===== src/rtl/pipe_hazard_ctrl.sv =====
// Central stall/flush sequencer for the 5-stage pipeline: arbitrates D-cache miss,
// branch mispredict, load-use and I-cache miss, and keeps stall/flush counters.
module pipe_hazard_ctrl #(
   parameter int FLUSH_CYCLES = 2,
   parameter int CNT_W        = 32
) (
   input  logic             CLK,
   input  logic             RESET,
   input  logic             DMISS,
   input  logic             IMISS,
   input  logic             LoadUse,
   input  logic             Mispredict,
   input  logic [31:0]      Mispredict_Target,
   output logic             STALL_IF,
   output logic             STALL_ID,
   output logic             STALL_BE,
   output logic             FLUSH_IFID,
   output logic             FLUSH_IDEX,
   output logic             Redirect_Valid,
   output logic [31:0]      Redirect_PC,
   output logic [CNT_W-1:0] Stall_Count,
   output logic [CNT_W-1:0] Flush_Count
);

   typedef enum logic {RUN, RECOVER} state_t;

   localparam logic [3:0] RC_INIT = 4'(FLUSH_CYCLES - 1);

   state_t      state;
   logic [3:0]  rc;
   logic        redir_done;
   logic [31:0] last_pc;
   logic        acc;

   // A mispredict already redirected while the branch sat frozen in EXE must not redirect again
   assign acc = Mispredict && !redir_done;

   always_comb begin
      STALL_IF       = 1'b0;
      STALL_ID       = 1'b0;
      STALL_BE       = 1'b0;
      FLUSH_IFID     = 1'b0;
      FLUSH_IDEX     = 1'b0;
      Redirect_Valid = 1'b0;
      Redirect_PC    = last_pc;
      if (RESET) begin
         Redirect_PC = 32'h0;
      end else if (DMISS) begin
         STALL_IF = 1'b1;
         STALL_ID = 1'b1;
         STALL_BE = 1'b1;
         if (acc) begin
            Redirect_Valid = 1'b1;
            Redirect_PC    = Mispredict_Target;
            FLUSH_IFID     = 1'b1;
         end
      end else if (acc) begin
         Redirect_Valid = 1'b1;
         Redirect_PC    = Mispredict_Target;
         FLUSH_IFID     = 1'b1;
         FLUSH_IDEX     = 1'b1;
      end else if (state == RECOVER) begin
         FLUSH_IFID = 1'b1;
         STALL_IF   = IMISS;
      end else if (LoadUse) begin
         STALL_IF   = 1'b1;
         STALL_ID   = 1'b1;
         FLUSH_IDEX = 1'b1;
      end else if (IMISS) begin
         STALL_IF   = 1'b1;
         FLUSH_IFID = 1'b1;
      end
   end

   // The recovery window counts down only while the back end is moving
   always_ff @(posedge CLK) begin
      if (RESET) begin
         state       <= RUN;
         rc          <= 4'd0;
         redir_done  <= 1'b0;
         last_pc     <= 32'h0;
         Stall_Count <= '0;
         Flush_Count <= '0;
      end else begin
         Stall_Count <= Stall_Count + {{(CNT_W-1){1'b0}}, STALL_IF};
         Flush_Count <= Flush_Count + {{(CNT_W-1){1'b0}}, acc};
         redir_done  <= DMISS && (redir_done || acc);
         if (acc) begin
            last_pc <= Mispredict_Target;
            if (FLUSH_CYCLES > 1) begin
               state <= RECOVER;
               rc    <= RC_INIT;
            end else begin
               state <= RUN;
               rc    <= 4'd0;
            end
         end else if (!DMISS && state == RECOVER) begin
            if (rc <= 4'd1) begin
               state <= RUN;
               rc    <= 4'd0;
            end else begin
               rc <= rc - 4'd1;
            end
         end
      end
   end

endmodule


===== config.mk =====
export PLATFORM = sky130hd
export DESIGN_NAME = pipe_hazard_ctrl
export DESIGN_NICKNAME = d
export VERILOG_FILES = /design/src/rtl/pipe_hazard_ctrl.sv
export SDC_FILE = /design/constraint.sdc
export NUM_CORES = 1
export LEC_CHECK = 0
export CELL_PAD_IN_SITES_DETAIL_PLACEMENT = 1
export CELL_PAD_IN_SITES_GLOBAL_PLACEMENT = 1
export CORE_UTILIZATION = 36
export DETAILED_ROUTE_END_ITERATION = 6
export PLACE_DENSITY_LB_ADDON = 0.1
export SYNTH_ARGS = -nofsm -noshare
export SYNTH_HDL_FRONTEND = slang
export SYNTH_SLANG_ARGS = --single-unit

===== constraint.sdc =====
create_clock -name CLK -period 8.4 [get_ports CLK]
set_clock_uncertainty 0.15 [all_clocks]
set_input_delay 1.68 -clock CLK [delete_from_list [all_inputs] [get_ports CLK]]
set_output_delay 1.68 -clock CLK [all_outputs]
set_load 0.02 [all_outputs]

**Track usage over the die**

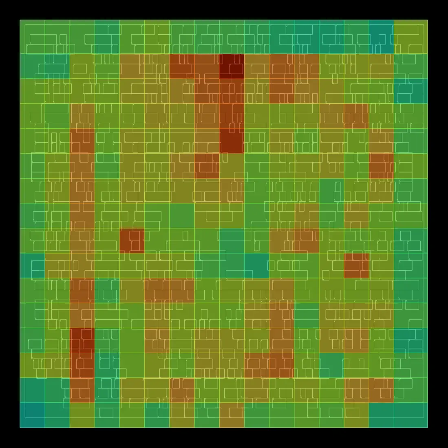
met3 Usage GRT: 0.05785
busiest grt layer: met2
met2 Resource Use GR: 0.3444

**Metal layers overlaid**

(3 px per um)
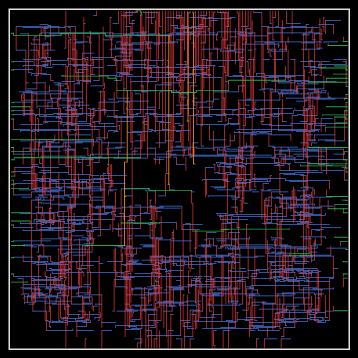
legend:
  metal 3:
    colour: green
    wire_length: 515 um
  metal 4:
    colour: orange
    wire_length: 189 um
  metal 1:
    colour: blue
    wire_length: 5670 um
  metal 2:
    colour: red
    wire_length: 6290 um

==> results.ini <==
[run_status]
status=complete, no violations

[floorplanning]
core_um2=12010
tap_cells=147
pin_count=140

[power]
finalPower_mw=0.9881
swShare=0.2364
internal-power_mw=0.7546

[sta]
final.setup.worst_slack_ps=2119
final.period_utilization=0.7477
worst_pin_slew_ps=963.7
rsz0062_at_grt=false

[min_path]
hp-class=register to register

[cells_and_area]
diodes=0
fin_util=0.5117
top_regs=Flush_Count (32), Stall_Count (32), last_pc (32)
fillers=1412

[detailed_routing]
routed-wl-met2_um=6285
initialDrtViolationCount=204
wl_met1_um=5674

[yosys]
ff_type=dfxtp_1
yosys-stat-area_um2=4422
synthesis.nets=577
ys_warn_count=0
largest_area_cell=dfxtp_1
synth_cell_types=38
edf_count=0
netlist_top_cells_count=dfxtp_1 (102), nand2_1 (86), a21oi_1 (75)

[run]
drv_cap=0

[clock_tree]
cts-htree-levels=3
clk_latency_ps=340

[setup_path]
worstPathRequired_ps=6570
cp.arrival_ps=4450

[placement]
dp_hpwl_um=8826
dpl_cell_area_um2=5883

[global_routing]
grt_util_all_layers=0.1996
grt_pass1_wl_um=20330

